<file path="src/rtl/inst_encoder.sv">
// RV32I field-to-word encoder feeding a small output FIFO; LI expands to LUI+ADDI over two cycles.
// Latency 1 cycle from accept to FIFO head; o_ready reserves two free slots so the LI tail always fits.
module inst_encoder #(
  parameter int DEPTH     = 4,
  parameter bit ADDI_SEXT = 1'b1
) (
  input  logic                       i_clk,
  input  logic                       i_rst_n,
  input  logic                       i_valid,
  output logic                       o_ready,
  input  logic [2:0]                 i_fmt,
  input  logic [6:0]                 i_op,
  input  logic [4:0]                 i_rd,
  input  logic [4:0]                 i_rs1,
  input  logic [4:0]                 i_rs2,
  input  logic [2:0]                 i_funct3,
  input  logic [6:0]                 i_funct7,
  input  logic [31:0]                i_imm,
  output logic                       o_valid,
  input  logic                       i_ready,
  output logic [31:0]                o_inst,
  output logic                       o_last,
  output logic [$clog2(DEPTH+1)-1:0] o_count
);

  localparam int CW = $clog2(DEPTH + 1);
  localparam int PW = $clog2(DEPTH);

  localparam logic [2:0] FMT_R   = 3'd0;
  localparam logic [2:0] FMT_I   = 3'd1;
  localparam logic [2:0] FMT_S   = 3'd2;
  localparam logic [2:0] FMT_B   = 3'd3;
  localparam logic [2:0] FMT_U   = 3'd4;
  localparam logic [2:0] FMT_J   = 3'd5;
  localparam logic [2:0] FMT_LI  = 3'd6;
  localparam logic [2:0] FMT_SYS = 3'd7;

  localparam logic [6:0] OP_IMM    = 7'b0010011;
  localparam logic [6:0] OP_LUI    = 7'b0110111;
  localparam logic [6:0] OP_SYSTEM = 7'b1110011;

  typedef enum logic {S_IDLE, S_EXP} state_t;

  state_t            state, state_nxt;
  logic [31:0]       pend_word;

  logic [31:0]       enc_word;
  logic              enc_last;
  logic              enc_exp;
  logic [31:0]       exp_word;
  logic              li_short;
  logic [19:0]       li_hi;

  logic              accept;
  logic              pop;
  logic              push;
  logic [31:0]       push_word;
  logic              push_last;

  logic [32:0]       mem [DEPTH];
  logic [PW-1:0]     wr_ptr, rd_ptr;
  logic [CW-1:0]     count;
  logic [CW:0]       space_chk;
  logic [32:0]       head;

  function automatic logic [PW-1:0] ptr_inc(input logic [PW-1:0] p);
    return (p == PW'(DEPTH - 1)) ? '0 : p + PW'(1);
  endfunction

  // Field packing; LI picks the short ADDI form when the value fits the consumer's immediate extension.
  always_comb begin
    enc_word = '0;
    enc_last = 1'b1;
    enc_exp  = 1'b0;
    exp_word = {i_imm[11:0], i_rd, 3'b000, i_rd, OP_IMM};
    li_short = ADDI_SEXT ? ((&i_imm[31:11]) | ~(|i_imm[31:11])) : ~(|i_imm[31:12]);
    li_hi    = ADDI_SEXT ? (i_imm[31:12] + {19'd0, i_imm[11]}) : i_imm[31:12];
    case (i_fmt)
      FMT_R: enc_word = {i_funct7, i_rs2, i_rs1, i_funct3, i_rd, i_op};
      FMT_I: begin
        if (i_op == OP_IMM && i_funct3[1:0] == 2'b01)
          enc_word = {i_funct7, i_imm[4:0], i_rs1, i_funct3, i_rd, i_op};
        else
          enc_word = {i_imm[11:0], i_rs1, i_funct3, i_rd, i_op};
      end
      FMT_S: enc_word = {i_imm[11:5], i_rs2, i_rs1, i_funct3, i_imm[4:0], i_op};
      FMT_B: enc_word = {i_imm[12], i_imm[10:5], i_rs2, i_rs1, i_funct3,
                         i_imm[4:1], i_imm[11], i_op};
      FMT_U: enc_word = {i_imm[31:12], i_rd, i_op};
      FMT_J: enc_word = {i_imm[20], i_imm[10:1], i_imm[11], i_imm[19:12], i_rd, i_op};
      FMT_LI: begin
        if (li_short) begin
          enc_word = {i_imm[11:0], 5'd0, 3'b000, i_rd, OP_IMM};
        end else begin
          enc_word = {li_hi, i_rd, OP_LUI};
          if (i_imm[11:0] != 12'd0) begin
            enc_last = 1'b0;
            enc_exp  = 1'b1;
          end
        end
      end
      FMT_SYS: enc_word = {i_imm[11:0], i_rs1, i_funct3, i_rd, OP_SYSTEM};
      default: enc_word = '0;
    endcase
  end

  assign o_valid   = (count != '0);
  assign pop       = o_valid && i_ready;
  assign space_chk = {1'b0, count} + (CW+1)'(pop);
  // Reserving two slots (and counting a same-cycle pop against us) keeps the EXP push unconditional.
  assign o_ready   = i_rst_n && (state == S_IDLE) && (space_chk <= (CW+1)'(DEPTH - 2));
  assign accept    = i_valid && o_ready;

  always_comb begin
    state_nxt = state;
    push      = 1'b0;
    push_word = enc_word;
    push_last = enc_last;
    case (state)
      S_IDLE: begin
        if (accept) begin
          push = 1'b1;
          if (enc_exp) state_nxt = S_EXP;
        end
      end
      S_EXP: begin
        push      = 1'b1;
        push_word = pend_word;
        push_last = 1'b1;
        state_nxt = S_IDLE;
      end
      default: state_nxt = S_IDLE;
    endcase
  end

  always_ff @(posedge i_clk or negedge i_rst_n) begin
    if (!i_rst_n) begin
      state     <= S_IDLE;
      pend_word <= '0;
    end else begin
      state <= state_nxt;
      if (state == S_IDLE && accept && enc_exp) pend_word <= exp_word;
    end
  end

  always_ff @(posedge i_clk or negedge i_rst_n) begin
    if (!i_rst_n) begin
      wr_ptr <= '0;
      rd_ptr <= '0;
      count  <= '0;
    end else begin
      if (push) wr_ptr <= ptr_inc(wr_ptr);
      if (pop)  rd_ptr <= ptr_inc(rd_ptr);
      case ({push, pop})
        2'b10:   count <= count + CW'(1);
        2'b01:   count <= count - CW'(1);
        default: count <= count;
      endcase
    end
  end

  always_ff @(posedge i_clk) begin
    if (push) mem[wr_ptr] <= {push_last, push_word};
  end

  // Head is gated so stale storage never shows while the FIFO is empty or in reset.
  assign head    = mem[rd_ptr];
  assign o_inst  = o_valid ? head[31:0] : 32'd0;
  assign o_last  = o_valid ? head[32] : 1'b0;
  assign o_count = count;

endmodule

</file>
<file path="config.mk">
export PLATFORM = sky130hd
export DESIGN_NAME = inst_encoder
export DESIGN_NICKNAME = d
export VERILOG_FILES = /design/src/rtl/inst_encoder.sv
export SDC_FILE = /design/constraint.sdc
export NUM_CORES = 1
export LEC_CHECK = 0
export CAP_MARGIN = 25
export CORE_ASPECT_RATIO = 1.1
export CORE_MARGIN = 2
export CORE_UTILIZATION = 55
export DETAILED_ROUTE_END_ITERATION = 6
export PLACE_DENSITY = 0.87
export RECOVER_POWER = 25
export SYNTH_ARGS = -nofsm -noshare
export SYNTH_HDL_FRONTEND = slang
export SYNTH_SLANG_ARGS = --single-unit
</file>
<file path="constraint.sdc">
create_clock -name i_clk -period 5 [get_ports i_clk]
set_input_delay 0.75 -clock i_clk [delete_from_list [all_inputs] [get_ports i_clk]]
set_output_delay 0.75 -clock i_clk [all_outputs]
set_load 0.05 [all_outputs]
</file>
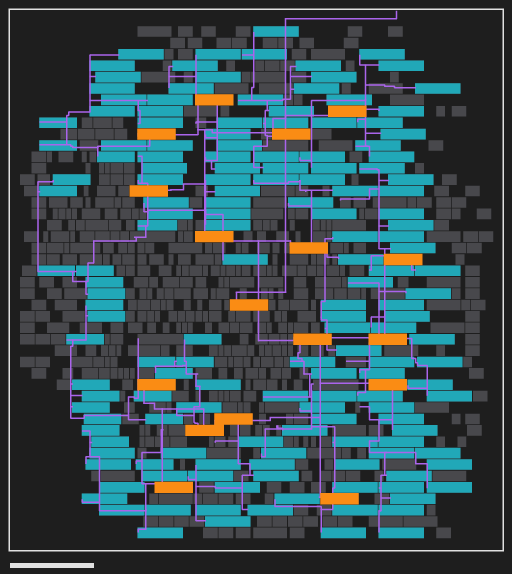
*Clock wires, drivers and flops, run 1*
Bar = 20 um.
[cyan] flip-flops | count: 158
[purple] clock wires | length: 1640 um
[orange] clock-net drivers | count: 17
routed clock nets: 18
flops lie: widely spread

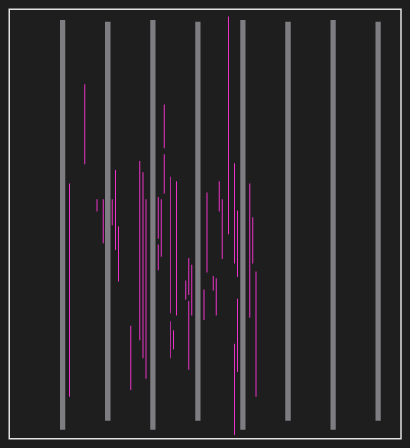
*The metal 4 layer, run 1*
Supply wires on this layer in gray.
nets with wire on the layer: 34
longest straight run: 65.3 um
share of all routed wire: 4.3%
main direction: vertical
wire length on this layer: 873 um

==> flow_summary.toml, run 1 <==
# generated from flow reports
[run_status]
status = "complete, no violations"

[clocking]
post-cts-setup-buffers = 0
cts.path.max_buffers = 2

[detailed_routing]
routed-wl-met2_um = 9960
wl_met1_um = 7490
met3_wirelength_um = 2170
antenna_left = 0
drt_wl_total_um = 20500

[critical_path]
ff2ff_path_depth = 12
cp.required_ns = 4.25
r2r-start = "o_count[0]"
arrival_ns = 3.65
reg2reg_to = "pend_word[24]"
critPathSlowestCell = "clkdlybuf4s50_1"
crit_type = "register to output pin"
cp_num_cells = 9
crit_path_start = "o_count[0]"
worstSetupEndpointType = "output pin"
cp.buffers_inverters = 3

[floorplanning]
row_count = 45
pin_count = 109
dieArea_sq_mm = 0.0152
coreArea_sq_mm = 0.0139

[global_route]
antenna_found_initial = 0
grt_max_degree = 34
grt_usage_pct = 28.0
grt_pass1_wl_um = 31900
met2_usage_pct = 47.3

[cells_and_area]
fill_cells = 914
diodes = 0
drive_above_1_share_pct = 17.0
postLayoutCellArea_sq_mm = 0.00974
post-route-util_pct = 70.3
flop_area_sq_mm = 0.00462

[placed_design]
gp_congestion = 0.962
dpl_cell_area_sq_mm = 0.00911
dp_hpwl_um = 13900

[synthesis]
synth-xor-area-share_pct = 2.25
ys_ff = 158
edf_count = 132
compound_area_share_pct = 8.36
ys_top_cells_by_count = "edfxtp_1, nand2_1, and2_1, mux4_2, nor2_1"
top_cell = "edfxtp_1"
synth_nets = 645

[final_timing]
tns_ns = 0
max_clock_freq_mhz = 227
finClkSkew_ns = 0.00935
final-setup-viol-count = 0
rsz0062_at_grt = "no"
fin_crit_ns = 4.40

[min_path]
min_from = "pend_word[4]"
hold-path-endpoint = "pend_word[4]"
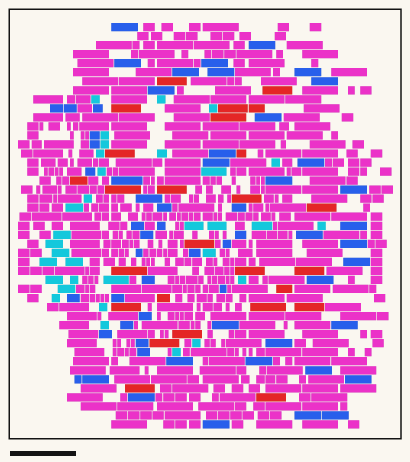
*Drive-strength map, run 1*
Bar = 20 um.
[blue] x2 | cells: 59 | most used: mux4_2
[magenta] x1 and smaller | cells: 570 | most used: edfxtp_1
[cyan] x3 and x4 | cells: 32 | most used: buf_4
[red] x6 and larger | cells: 26 | most used: clkbuf_16

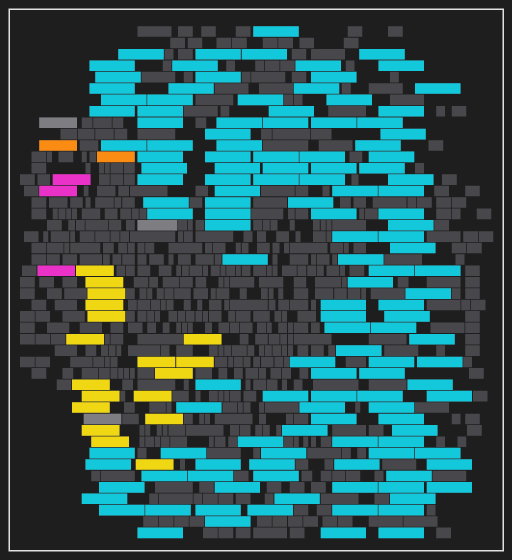
*Sequential cells colored by netlist name, run 1*
[orange] wr_ptr | flops: 2
[magenta] o_count | flops: 3
[yellow] pend_word | flops: 18
[cyan] mem | flops: 132
not colored: 3

==> run 1: report_power, final <==
part	switching (mW)	internal, mW
registers	0.155	1.66
logic	1.38	0.942
clock network	0.511	0.865
==> run 1: final cells by class <==
cell class / instances / area share, %
flip-flops and latches: 158 / 47.4
well taps: 188 / 2.42
clock inverters: 12 / 1.88
clock buffers: 20 / 4.69
multi-input cells: 360 / 30.8
inverters: 13 / 0.501
repair buffers: 124 / 12.3
==> run 1: flip-flops by register name, indices dropped and copies added, names as in the netlist <==
signal     count
o_count        3
state          1
mem          132
wr_ptr         2
pend_word     18
rd_ptr         2
==> run 1: cells by family (layout without fill, tap and decap cells) <==
kind of cell    count (synthesis)  in the layout
mux                            54             54
xor+xnor                       20             20
compound gates                 96             96
buf+inv                        44            169
flops                         158            158
fa+ha+maj                      12             12
simple gates                  178            178
## Run 2: what changed since run 1
- SETUP_SLACK_MARGIN: not set -> 0.05
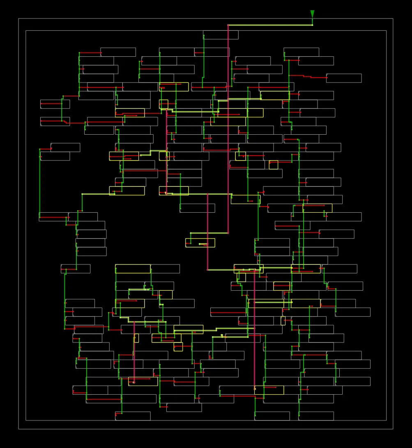
*Clock routing, run 2*
skew final: 0.00935 ns
Late-Pin Clk Latency: 0.43 ns
clk sink count: 158
flop count: 158
cts bufs inserted: 17

==> run 2 against run 1 <==
  * Combinational power is essentially flat
  * Count of clock-buffer cells in the layout is the same
  * Largest power group unchanged
  * Core utilization is the same
  * Critical path type unchanged
  * Setup slack is the same
  * Synthesized area is the same
  * Sequential cell count is the same
  * Clock power is essentially flat
  * Register-to-register slack is essentially flat
  * Non-clock buffer count is the same
==> flow_summary.toml, run 2 <==
# generated from flow reports
[run_status]
status = "complete, no violations"

[floorplanning]
coreArea_sq_mm = 0.0139
dieArea_sq_mm = 0.0152
pin_count = 109
tap-cell-count = 188
row_count = 45

[final_timing]
final-setup-viol-count = 0
fin_crit_ns = 4.40
max_clock_freq_mhz = 227
rsz0062_at_grt = "no"

[clocking]
post-cts-setup-buffers = 0
cts.path.max_buffers = 2

[cells_and_area]
post-route-util_pct = 70.3
comb_share_pct = 30.8
comb_cells = 360
seq_area_share_pct = 47.4
largest_reg_flops = 132
clkCellAreaFrac_pct = 6.57
flop_area_sq_mm = 0.00462
drive_above_1_share_pct = 17.0

[power_and_ir_drop]
power_frac_comb_pct = 42.1
powerSeq_mw = 1.81
pwr.group.clock_mw = 1.38
clkPwrFrac_pct = 25.0
swShare_pct = 37.1
power.switching_mw = 2.04

[critical_path]
cp_num_cells = 9
arrival_ns = 3.65
crit_type = "register to output pin"
cp.required_ns = 4.25
ff2ff_path_depth = 12
critPathSlowestCell = "clkdlybuf4s50_1"
worstSetupEndpointType = "output pin"

[global_route]
grt_pass1_wl_um = 31900
antenna_found_initial = 0
grt_max_degree = 34

[synthesis]
ys_top_cells_by_count = "edfxtp_1, nand2_1, and2_1, mux4_2, nor2_1"
synth_nets = 645
ys_ff = 158
edf_count = 132

[detailed_routing]
wl_met1_um = 7490
drt_wl_total_um = 20500
antenna_left = 0

[placed_design]
dpl_cell_area_sq_mm = 0.00911
dp_hpwl_um = 13900
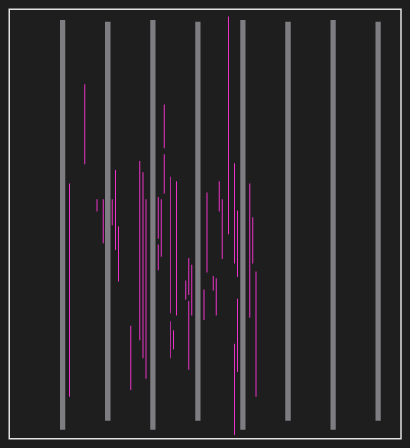
*The metal 4 layer, run 2*
Supply wires on this layer in gray.
nets with wire on the layer: 34
wire length on this layer: 873 um
longest straight run: 65.3 um
share of all routed wire: 4.3%
main direction: vertical

## run 2: cell counts after synthesis
No cell type changed its count.
## run 2: kinds of logic after synthesis
family                   count (synthesis)
AND-OR/OR-AND                           96
AND/OR/NAND/NOR                        178
buffers and inverters                   44
adder cells (fa/ha/maj)                 12
multiplexers                            54
flip-flops                             158
XOR/XNOR                                20
## run 2: final timing paths
path / start / endpoint
min: pend_word[4] / pend_word[4]
max reg2reg: o_count[0] / pend_word[24]
max in group asynchronous: i_rst_n / rd_ptr[0]
min in group asynchronous: i_rst_n / o_count[0]
min reg2reg: pend_word[4] / pend_word[4]
max: o_count[0] / o_ready
### Drive-strength map, run 2

Bar = 20 um.
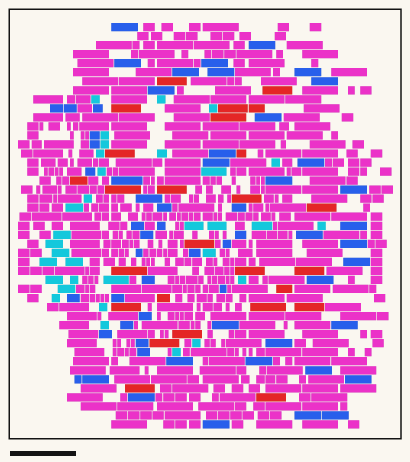

## Run 3: what changed since run 2
- CORE_MARGIN: 2 -> 3
- CORE_UTILIZATION: 55 -> 40
- PLACE_DENSITY: 0.87 -> 0.68
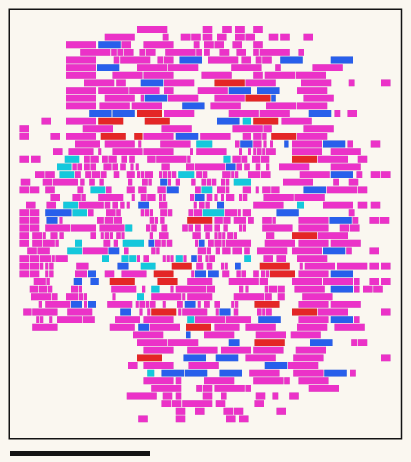
*Drive-strength map, run 3*
Bar = 50 um.
[cyan] x3 and x4 | cells: 28 | most used: buf_4
[magenta] x1 and smaller | cells: 570 | most used: edfxtp_1
[blue] x2 | cells: 63 | most used: mux4_2
[red] x6 and larger | cells: 24 | most used: clkbuf_16

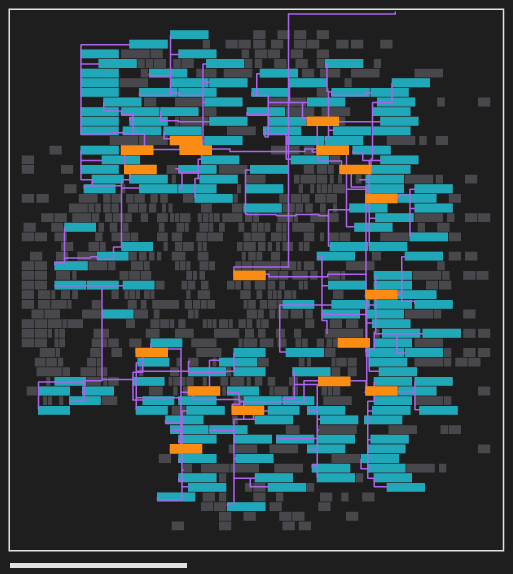
*Clock wires, drivers and flops, run 3*
Bar = 50 um.
[purple] clock wires | length: 1680 um
[cyan] flip-flops | count: 158
[orange] clock-net drivers | count: 17
routed clock nets: 18

==> run 3 against run 2 <==
  * Non-clock buffer count shrank 1
  * Register-to-register slack gained 0.28 ns
  * Global-route usage shrank 8.5 points
  * Core utilization shrank 18 points
  * Largest cell class unchanged
==> flow_summary.toml, run 3 <==
# generated from flow reports
[synthesis]
edf_count = 132
ys_top_cells_by_count = "edfxtp_1, nand2_1, and2_1, mux4_2, nor2_1"
synth_nets = 645

[detailed_routing]
drt_wl_total_um = 20300
antenna_left = 0

[critical_path]
worstSetupEndpointType = "output pin"
arrival_ns = 3.10
cp_num_cells = 4
critPathSlowestCell = "dfrtp_2"
crit_path_start = "rd_ptr[0]"
worstSetupEndpoint = "o_inst[11]"
crit_type = "register to output pin"
cp.required_ns = 4.25
reg2reg_to = "o_count[2]"
r2r-start = "o_count[0]"

[placed_design]
dp_hpwl_um = 14700
dpl_cell_area_sq_mm = 0.00920

[floorplanning]
pin_count = 109
dieArea_sq_mm = 0.0212
row_count = 52
coreArea_sq_mm = 0.0187

[clocking]
cts_buffers = 17
worstSkewPairLatency_ns = 0.42

[cells_and_area]
drive_above_1_share_pct = 16.8
largest_reg_flops = 132

[final_timing]
final-setup-viol-count = 0
finClkSkew_ns = 0.00958
rsz0062_at_grt = "no"
max_clock_freq_mhz = 260
fin_crit_ns = 3.85

[min_path]
hold-path-endpoint = "pend_word[4]"
min_from = "pend_word[4]"

[run_status]
status = "complete, no violations"

[global_route]
antenna_found_initial = 0
grt_pass1_wl_um = 31900
-- run 3: cell type report --
cell class | instances | area, sq um
multi-input combinational | 360 | 3000
fill | 1555 | 8960
tap | 243 | 304
antenna | 1 | 2.50
inverter | 13 | 48.8
sequential | 158 | 4620
clock inverter | 11 | 143
timing repair buffer | 123 | 1230
clock buffer | 20 | 437
-- run 3: power breakdown --
group | switching, mW | internal, mW | total, mW
Sequential | 0.168 | 1.66 | 1.83
Clock | 0.485 | 0.780 | 1.27
Combinational | 1.33 | 0.935 | 2.26
Total | 1.98 | 3.37 | 5.35
-- run 3: through the flow --
step / util [%] / setup WS, ns
4_1_cts: 52.2 / 1.07
6_report: 52.2 / 1.15
3_3_place_gp: 49.1 / 1.01
3_5_place_dp: 49.1 / 0.923
5_1_grt: 52.2 / 0.963
2_1_floorplan: - / 0.397
No activity file was given, so power comes from the tool's default toggle rates.
